--- src/rtl/sliding_window_buffer_pkg.sv ---
// sliding_window_buffer_pkg: default image geometry and window element indexing
package sliding_window_buffer_pkg;
  localparam int DEF_PIXEL_WIDTH = 1;
  localparam int DEF_IMAGE_WIDTH = 7;
  localparam int DEF_IMAGE_HEIGHT = 7;
  localparam int DEF_WINDOW_SIZE = 3;
  localparam int DEF_ADDR_WIDTH = 3;
  localparam int DEF_ROW_WIDTH = 3;
  function automatic int idx(input int r, input int c, input int n);
    return r * n + c;
  endfunction
endpackage

--- src/rtl/sliding_window_buffer_line_ram.sv ---
// line_ram: single-port line store, combinational read-before-write at one address
module line_ram #(
  parameter int PIXEL_WIDTH = 1,
  parameter int ADDR_WIDTH = 3
) (
  input  logic                   clk,
  input  logic                   we,
  input  logic [ADDR_WIDTH-1:0]  addr,
  input  logic [PIXEL_WIDTH-1:0] wdata,
  output logic [PIXEL_WIDTH-1:0] rdata
);
  logic [PIXEL_WIDTH-1:0] mem [2**ADDR_WIDTH];
  assign rdata = mem[addr];
  always_ff @(posedge clk)
    if (we) mem[addr] <= wdata;
endmodule

--- src/rtl/sliding_window_buffer.sv ---
// sliding_window_buffer: raster-scan NxN window generator backed by a cascade of line RAMs
module sliding_window_buffer
  import sliding_window_buffer_pkg::*;
#(
  parameter int PIXEL_WIDTH = DEF_PIXEL_WIDTH,
  parameter int IMAGE_WIDTH = DEF_IMAGE_WIDTH,
  parameter int IMAGE_HEIGHT = DEF_IMAGE_HEIGHT,
  parameter int WINDOW_SIZE = DEF_WINDOW_SIZE,
  parameter int ADDR_WIDTH = DEF_ADDR_WIDTH,
  parameter int ROW_WIDTH = DEF_ROW_WIDTH
) (
  input  logic                                          clk,
  input  logic                                          rst,
  input  logic                                          clear,
  input  logic                                          in_valid,
  input  logic [PIXEL_WIDTH-1:0]                        in_data,
  output logic                                          out_valid,
  output logic [WINDOW_SIZE*WINDOW_SIZE*PIXEL_WIDTH-1:0] out_window,
  output logic [ADDR_WIDTH-1:0]                         out_col,
  output logic [ROW_WIDTH-1:0]                          out_row,
  output logic                                          frame_done
);
  localparam int N = WINDOW_SIZE;
  localparam int PW = PIXEL_WIDTH;
  logic accept, last_col, last_row, in_window;
  logic [ADDR_WIDTH-1:0] col;
  logic [ROW_WIDTH-1:0] row;
  logic [PW-1:0] rd [N-1];
  logic [PW-1:0] wd [N-1];
  logic [PW-1:0] column [N];
  assign accept = in_valid & ~clear;
  assign last_col = col == ADDR_WIDTH'(IMAGE_WIDTH - 1);
  assign last_row = row == ROW_WIDTH'(IMAGE_HEIGHT - 1);
  assign in_window = col >= ADDR_WIDTH'(N - 1) && row >= ROW_WIDTH'(N - 1);
  assign column[N-1] = in_data;
  genvar k;
  // each RAM hands its old line up to the next-older RAM; the newest RAM takes the incoming pixel
  for (k = 0; k < N - 1; k++) begin : g_ram
    if (k == N - 2) begin : g_top
      assign wd[k] = in_data;
    end else begin : g_mid
      assign wd[k] = rd[k+1];
    end
    assign column[k] = rd[k];
    line_ram #(.PIXEL_WIDTH(PW), .ADDR_WIDTH(ADDR_WIDTH)) u_ram (
      .clk(clk), .we(accept), .addr(col), .wdata(wd[k]), .rdata(rd[k])
    );
  end
  always_ff @(posedge clk or posedge rst)
    if (rst) begin
      col <= '0;
      row <= '0;
      out_valid <= 1'b0;
      out_col <= '0;
      out_row <= '0;
      frame_done <= 1'b0;
    end else if (clear) begin
      col <= '0;
      row <= '0;
      out_valid <= 1'b0;
      frame_done <= 1'b0;
    end else begin
      out_valid <= accept & in_window;
      frame_done <= accept & last_col & last_row;
      if (accept) begin
        col <= last_col ? '0 : col + 1'b1;
        if (last_col) row <= last_row ? '0 : row + 1'b1;
        out_col <= col;
        out_row <= row;
      end
    end
  // element c=N-1 sits at the top of each row slice, so shifting left in c is a right shift
  always_ff @(posedge clk or posedge rst)
    if (rst) out_window <= '0;
    else if (accept)
      for (int r = 0; r < N; r++)
        out_window[idx(r, 0, N)*PW +: N*PW] <= {column[r], out_window[idx(r, 1, N)*PW +: (N-1)*PW]};
endmodule

--- config.mk ---
export PLATFORM = sky130hd
export DESIGN_NAME = sliding_window_buffer
export DESIGN_NICKNAME = d
export VERILOG_FILES = /design/src/rtl/sliding_window_buffer_pkg.sv /design/src/rtl/sliding_window_buffer_line_ram.sv /design/src/rtl/sliding_window_buffer.sv
export SDC_FILE = /design/constraint.sdc
export NUM_CORES = 1
export LEC_CHECK = 0
export ABC_AREA = 1
export CAP_MARGIN = 20
export CORE_AREA = 2 2 76 49
export DETAILED_ROUTE_END_ITERATION = 16
export DIE_AREA = 0 0 78 51
export HOLD_SLACK_MARGIN = 0.1
export PLACE_DENSITY_LB_ADDON = 0.15
export SLEW_MARGIN = 0
export SYNTH_ARGS = -nofsm -noshare
export SYNTH_HDL_FRONTEND = slang
export SYNTH_SLANG_ARGS = --single-unit
--- constraint.sdc ---
create_clock -name clk -period 1.3 [get_ports clk]
set_input_delay 0.39 -clock clk [delete_from_list [all_inputs] [get_ports clk]]
set_output_delay 0.39 -clock clk [all_outputs]
set_load 0.02 [all_outputs]
**Run 1: routed metal, one colour a layer**

Scale: 4 px per um. Only two layers are drawn.
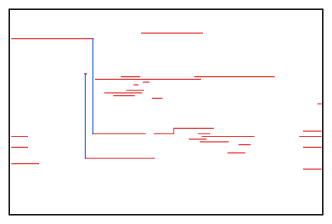
M4: marked blue, wire length 44.9 um. M3: marked red, wire length 223 um.
routed length per instance: 13.8 um
final WL: 3840 um
All-Layer GR Usage: 21.9%

**Run 1: wires at chosen ports, followed through buffers**

Scale: 6 px per um.
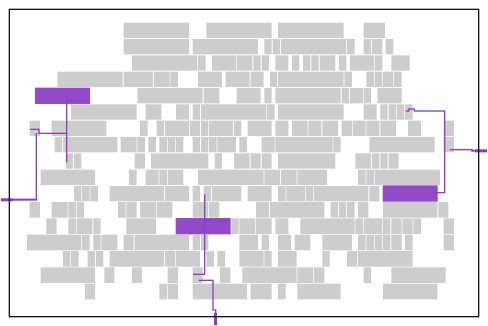
`out_col`: marked purple, bits 3, direction output, edge 1 bottom, 1 right, 1 left, end cells 3, buffers 3, wire 89.8 um.
Boundary Pins: 22
quantity of I/O buffers inserted on ports: 21

==> summary.txt, run 1 <==
yosys + openroad results -> Regs by FF count=g_ram.u_ram.mem x16, out_window x9, fmax=788 MHz, outcome=finished clean, tool warnings=27, clk_skew=0.00259 ns, syn avg cell area=9.36 um2, Routability Congestion=0.889, maxcap violations=0, GRT met2 Usage=33.9%, number of remaining DRC errors=0, YS chip area=1680 um2, layer with the highest usage=met2, fin crit period=1.27 ns, first-pass GRT wire length=6420 um, GRT overflow=0, worst min-delay path class=in -> async, Worst-Skew Late Latency=0.29 ns, Top area cell types=dfrtp_1 (34%), edfxtp_1 (29%), nand2_1 (16%), diode count=0, setup violators final=0, top layer in use=met4, DP Worst Slack=-0.514 ns, ys async rst share=59.0%, TNS Setup=0 ns, crit start category=flip-flop, Flops after synth=39, mapped cell area=1680 um2, WL met3=222 um, most frequent cells after synthesis=nand2_1 (71), dfrtp_1 (23), edfxtp_1 (16), inv_1 (16), nor2_1 (16), Seq area share=47.2%, synth-to-layout area growth=34.1%, mi-comb count=116, Top cell excl fill/tap=nand2_1, YS warnings=0, Clock Network Area Fraction=4.79%, GR Layer Usage met1=30.1%, Cell Rows=17, Reg with most FFs=g_ram.u_ram.mem, RSZ-0062 raised after global routing=yes, synth unique cells=24, grt met3 use=5.48%, placed inst area=2080 um2, First DRT Iteration DRCs=108, Reg clk slew, reported paths=0.07 ns, Final Power=2.90 mW, Post-CTS Resized=91, CTS root buf=clkbuf_8, maximum root-to-sink buffer count=2, reg2reg path depth=3, Met2 Wirelength=1850 um, die area=3980 um2, Hold Slack=0.418 ns, CP arrival=1.27 ns, CP Capture Type=flip-flop, FF+latch area=1060 um2, Final Hold Vio Count=0, Syn Nets=184, placeable core area=3400 um2, pin count of the biggest net entering global routing=24, antenna violations before repair=0, most frequent cells in the layout=nand2_1 (65), buf_4 (24), dfrtp_1 (20), buf_2 (17), edfxtp_1 (16), clk_buf instances=5, placed cell count=265, max FFs per register=16, maximum fanout along the worst path=7, H-tree depth=2, Slew Limit Fails=0, Worst Setup Path Type=reg -> reg, Final WS setup=0.0306 ns, Buffers excl. clock=50, number of enable flip-flop cells=16, Init Core Util=49.2%, Post-synth seq share=63.0%, area leader, netlist=dfrtp_1, Pre-antenna DRT Iters=4, Logic cell area=576 um2, Layout Cells excl Fill=279, combinational share of cell area=25.6%
**Run 1: wiring heat map**

Scale: 4 px per um. The die is cut into 16 by 10 equal tiles; dark blue is low, red is high, scaled to the fullest tile. Values are wire area over tile area, all layers added.
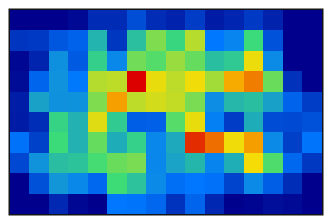
The densest ninth of the die: middle. 23% of the tiles are over half the peak. 13% of the tiles are nearly empty. The mean over all tiles is 0.15.
Via Count: 1367

-- run 1: where the power goes --
group,internal (mW),total (mW),switching [mW]
Clock,0.562,0.974,0.413
Sequential,1.37,1.41,0.0484
Combinational,0.205,0.508,0.303
-- run 1: worst paths after layout --
path,slack [ns],start,to
min reg2reg,0.47,out_window[0],out_window[0]
max,0.03,col[2],g_ram[0].u_ram.mem[3]
min in group clk,0.47,out_window[0],out_window[0]
max in group asynchronous,0.73,rst,col[1]
min,0.42,rst,row[1]
max reg2reg,0.03,col[2],g_ram[0].u_ram.mem[3]
-- run 1: cell families after synthesis --
kind of cell	synth area share (%)
compound gates	4.70
buf+inv	7.32
flops	63.0
simple gates	24.9
-- run 1: worst max-delay path: stages, from the launching register on --
cell	delay (ns)
dfrtp_2	0.46
inv_2	0.16
nand2_1	0.19
nor2_4	0.17
==> inputs of run 2 (changes only) <==
--- a/config.mk
+++ b/config.mk
@@ -10,8 +10,10 @@
 export CORE_AREA = 2 2 76 49
 export DETAILED_ROUTE_END_ITERATION = 16
 export DIE_AREA = 0 0 78 51
+export GPL_TIMING_DRIVEN = 0
 export HOLD_SLACK_MARGIN = 0.1
 export PLACE_DENSITY_LB_ADDON = 0.15
+export SKIP_CTS_REPAIR_TIMING = 1
 export SLEW_MARGIN = 0
 export SYNTH_ARGS = -nofsm -noshare
 export SYNTH_HDL_FRONTEND = slang
**Run 2: where the registers sit**

Scale: 8 px per um. Other sequential cells in the stronger grey, the rest of the logic in the fainter grey.
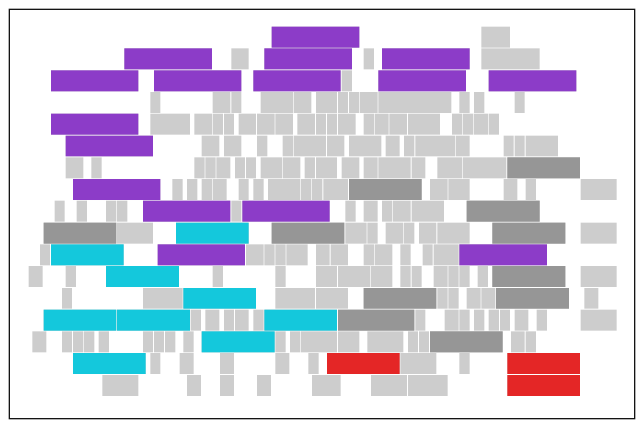
`out_row`: marked red, sequential cells 3. `g_ram.u_ram.mem`: marked purple, sequential cells 16. `out_window`: marked cyan, sequential cells 9, where bottom left.
final core utilization: 65.4%
FF+latch area: 1060 um2
Seq area share: 47.5%
P_seq: 1.41 mW

==> run 2 against run 1 <==
  * The run now ends with negative setup slack left
  * Hold slack gained 0.048 ns
  * Worst setup slack got worse by 0.072 ns
  * Via count decreased by 2.0%
  * Global-route usage fell by 3.2 points
  * Critical endpoint is now g_ram[0].u_ram.mem[6]
  * Highest routed layer unchanged
==> summary.txt, run 2 <==
yosys + openroad results -> First DRT Iteration DRCs=113, CP arrival=1.37 ns, Layout Cells excl Fill=268, critical path's top delay family=simple AND/OR/NAND/NOR gates, placeable core area=3400 um2, nets=225, setup violators final=8, final WL=3600 um, Final Power=2.69 mW, maximum root-to-sink buffer count=2, RSZ-0062 raised after global routing=yes, placed inst area=1940 um2, Max power group=registers, diode count=0, Slew Limit Fails=0, layer with the highest usage=met1, maximum fanout along the worst path=5, Critical path buffers and inverters=3, most frequent cells after synthesis=nand2_1 (71), dfrtp_1 (23), edfxtp_1 (16), inv_1 (16), nor2_1 (16), combinational share of power=18.7%, Final HPWL DP=2320 um, worst path cell trace=buf_6, inv_6, buf_8, nand2_1, nand3_1, nand2_1, nand2_2, nand2_4, Worst Setup Path Type=reg -> reg, Final Hold Vio Count=0, pin count of the biggest net entering global routing=24, MUX share of area=0%, crit start category=flip-flop, Reg clk slew, reported paths=0.07 ns, AND-OR/OR-AND Cells, Area Fraction=4.71%, failing checks=negative setup slack, number of enable flip-flop cells=16, worst min-delay path class=reg -> reg, Pre-antenna DRT Iters=4, Routability Congestion=0.873, routed length per instance=13.4 um, number of remaining DRC errors=0, maximum vdd drop=0.859 mV, synth-to-layout area growth=32.8%, Regs by FF count=g_ram.u_ram.mem x16, out_window x9, Via Count=1339, antenna violations before repair=0, Final WS setup=-0.0418 ns, Hold Slack=0.466 ns, Switching Fraction=27.8%, Met2 Wirelength=1570 um, fin crit period=1.34 ns, Top cell excl fill/tap=nand2_1, PD cells=1210 nW/um2, All-Layer GR Usage=18.7%, Most common cell on crit path=nand2_1, Syn Nets=184, GRT met2 Usage=24.7%, Top area cell types=dfrtp_1 (34%), edfxtp_1 (29%), nand2_1 (16%), quantity of I/O buffers inserted on ports=21, XOR/XNOR Fraction of Synth Area=0%, simple-gate share of the synthesized area=24.9%, DR vias/cell=5.00, placed cell count=247, Reg with most FFs=g_ram.u_ram.mem, chip height=51 um, synth unique cells=24, grt met3 use=5.30%, P_comb=0.503 mW, slowest library cell on the worst path=dfrtp_1, Die W=78 um, GR Layer Usage met1=27.5%, maxcap violations=0, Logic cell area=576 um2, max incr delay on CP=0.38 ns, WL met3=338 um, Psw=0.749 mW, YS warnings=0, first-pass GRT wire length=5380 um, outcome=finished, violations left, CP Capture Type=flip-flop, die area=3980 um2, fmax=745 MHz, ys async rst share=59.0%, Least-Margin Pin Slew=0.494 ns, top layer in use=met4, Init Core Util=49.2%, most frequent cells in the layout=nand2_1 (60), dfrtp_1 (22), edfxtp_1 (16), nand2_2 (14), inv_1 (14), Final Cycle Share=103%, TNS Setup=-0.310 ns, tool warnings=27, area leader, netlist=dfrtp_1, Clk. pwr=0.776 mW, CTS root buf=clkbuf_8, mapped cell area=1680 um2, sequential share of power=52.5%, YS chip area=1680 um2, DP Worst Slack=-0.585 ns, Largest logic family=simple AND/OR/NAND/NOR gates, Worst-Skew Late Latency=0.29 ns, Clock power frac=28.8%, Post-synth seq share=63.0%, H-tree depth=2, Flops after synth=39, Cell Rows=17, syn avg cell area=9.36 um2, Adders+Majority by Area=0%, clk_skew=0.00319 ns, GRT overflow=0, Boundary Pins=22, internal power=1.94 mW, max FFs per register=16, post-route cell area=2220 um2
## run 2: cell counts after synthesis
No cell type changed its count.
## run 2: worst paths after layout
check | startpoint | endpoint | slack [ns] | depth (start not counted)
setup / recovery | col[0] | g_ram[0].u_ram.mem[6] | -0.04 | 8
hold / removal | out_col[2] | out_col[2] | 0.47 | 2
setup reg to reg | col[0] | g_ram[0].u_ram.mem[6] | -0.04 | 8
hold reg to reg | out_col[2] | out_col[2] | 0.47 | 2
max in group asynchronous | rst | col[2] | 0.51 | 2
min in group asynchronous | rst | col[1] | 0.48 | 2
## run 2: layout make-up
type | instances | area share, %
inverter | 19 | 3.60
clock inverter | 1 | 0.225
buffer | 5 | 2.25
tap | 47 | 2.64
timing repair buffer | 33 | 14.5
sequential | 39 | 47.5
multi-input combinational | 117 | 25.9
clock buffer | 7 | 3.43
==> inputs of run 3 (changes only) <==
--- a/config.mk
+++ b/config.mk
@@ -14,6 +14,7 @@
 export HOLD_SLACK_MARGIN = 0.1
 export PLACE_DENSITY_LB_ADDON = 0.15
 export SKIP_CTS_REPAIR_TIMING = 1
+export SKIP_LAST_GASP = 1
 export SLEW_MARGIN = 0
 export SYNTH_ARGS = -nofsm -noshare
 export SYNTH_HDL_FRONTEND = slang
**Run 3: wires at chosen ports, followed through buffers**

Scale: 6 px per um.
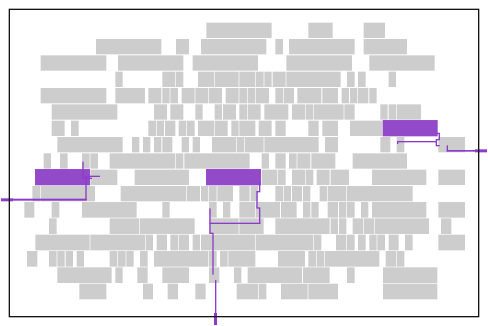

==> run 3 against run 2 <==
  * The flow still finishes with violations (negative setup slack)
  * Via count is 0.60% lower
  * Sequential power hardly changed
  * First-iteration DRC count fell by 8.8%
  * Utilization fell by 0.26 points
  * Synthesized cell count is the same
  * Non-clock buffer count unchanged
  * Hold slack hardly changed
  * Largest power group unchanged
  * Sequential share of layout area increased by 0.19 points
  * Clock-buffer cell count stayed put
  * Highest routed layer unchanged
  * Die area unchanged
==> summary.txt, run 3 <==
yosys + openroad results -> outcome=finished, violations left, failing checks=negative setup slack, synth unique cells=24, top layer in use=met4, mi-comb count=117, Buffers excl. clock=38, clk_skew=0.00313 ns, well tap count=47, DR vias/cell=4.97, Pre-antenna DRT Iters=4, tool warnings=27, Synth top area share=34.4%, max incr delay on CP=0.38 ns, routed length per instance=13.5 um, DRT antenna net count=0, synth-to-layout area growth=32.3%, Worst Setup SP=col[0], number of remaining DRC errors=0, Clk. pwr=0.770 mW, placeable core area=3400 um2, Reg with most FFs=g_ram.u_ram.mem, clk_buf instances=7, CP arrival=1.39 ns, Final WS setup=-0.0543 ns, nets=225, Switching Fraction=27.7%, Boundary Pins=22, GRT met2 Usage=24.7%, R2R Path End=g_ram[0].u_ram.mem[6], FF+latch area=1060 um2, number of enable flip-flop cells=16, fmax=738 MHz, Init Core Util=49.2%, CTS root buf=clkbuf_8, layer with the highest usage=met1, maximum fanout along the worst path=5, flop2flop setup slack=-0.05 ns, YS warnings=0, P_seq=1.41 mW, critical path's top delay family=simple AND/OR/NAND/NOR gates, Post-synth seq share=63.0%, Top area cell types=dfrtp_1 (34%), edfxtp_1 (29%), nand2_1 (16%), Routability Congestion=0.873, combinational share of power=18.7%, PD cells=1210 nW/um2, vias in the first global route=1124, worst path cell trace=buf_6, inv_6, buf_8, nand2_1, nand3_1, nand2_1, nand2_2, nand2_4, Worst Setup Path Type=reg -> reg, antenna violations before repair=0, Final Power=2.68 mW, area leader, netlist=dfrtp_1, internal power=1.94 mW, Slew Limit Fails=0, P_leak=1.18 nW, Area-dominant class=flip-flops and latches, Seq area share=47.7%, Via Count=1331, CTS sink cnt=39, final WL=3620 um, Num CTS Buffers=5, final core utilization=65.1%, GRT overflow=0, combinational share of cell area=25.7%, First DRT Iteration DRCs=103, Cell Rows=17, # Cells Yosys=179, TNS Setup=-0.536 ns, Setup crit end=g_ram[0].u_ram.mem[6], die area=3980 um2, setup violators final=13, mapped cell area=1680 um2, Met2 Wirelength=1630 um, GR Layer Usage met1=27.5%, CTS tree=yes, Routed met1 length=1620 um, Psw=0.742 mW, sequential share of power=52.6%, Data buffer area share=16.8%, worst min-delay path class=reg -> reg, Synth Instances=179, Die W=78 um, maximum vdd drop=0.858 mV, Worst-Skew Late Latency=0.29 ns, Flops after synth=39, Regs by FF count=g_ram.u_ram.mem x16, out_window x9, Max power group=registers, Clock power frac=28.7%, Least-Margin Pin Slew=0.854 ns, Reg clk slew, reported paths=0.07 ns, pin count of the biggest net entering global routing=24, Hold Crit Endpoint=out_window[3], reg2reg path depth=8, fraction of layout cells with a size suffix above 1=28.1%, crit start category=flip-flop, top-count cell post-synth=nand2_1, H-tree depth=2, Critical path buffers and inverters=3, first-pass GRT wire length=5380 um, Logic cell area=571 um2, WHS Path Cells=2, syn avg cell area=9.36 um2, Seq cells=39, max FFs per register=16, Fill cells=271, Final Hold Vio Count=0, Crit path depth=8, Req. time, crit path=1.33 ns, All-Layer GR Usage=18.7%, Final Cycle Share=104%, YS chip area=1680 um2, Top cell excl fill/tap=nand2_1, min-delay src=out_window[3], Clock Network Area Fraction=3.67%, Most common cell on crit path=nand2_1, diode count=0, worst r2r src=col[0], most frequent cells in the layout=nand2_1 (62), dfrtp_1 (22), edfxtp_1 (16), inv_1 (15), nand2_2 (12), maximum root-to-sink buffer count=2, P_comb=0.503 mW, most frequent cells after synthesis=nand2_1 (71), dfrtp_1 (23), edfxtp_1 (16), inv_1 (16), nor2_1 (16), Syn Nets=184, Final HPWL DP=2320 um, slowest library cell on the worst path=dfrtp_1, chip height=51 um, quantity of I/O buffers inserted on ports=21, WL met3=289 um, grt met3 use=5.30%, ys async rst share=59.0%, RSZ-0062 raised after global routing=yes, Signal inverters=19, maxcap violations=0, CP Capture Type=flip-flop, fin crit period=1.35 ns, slew margin rel.=43.0%
[run 3: cell counts after synthesis]
No cell type changed its count.
[run 3: metrics by stage]
| stage | instances | hold WS, ns | instance area, um2 | setup slack (ns) |
|---|---|---|---|---|
| after global routing | 268 | 0.498 | 2220 | -0.0895 |
| after global placement | 247 | 0.454 | 1940 | -0.546 |
| after floorplan | 179 | 0.392 | 1680 | 0.0631 |
| final | 268 | 0.466 | 2220 | -0.0543 |
| after CTS | 255 | 0.475 | 2030 | -0.387 |
| after detailed placement | 247 | 0.463 | 1940 | -0.585 |
[run 3: cells by family after synthesis]
group / share of synthesized area [%]
and+or+nand+nor: 24.9
DFF: 63.0
buffers and inverters: 7.32
AOI/OAI and AO/OA: 4.70
Power figures rest on the tool's default switching activity, not on a simulated workload.
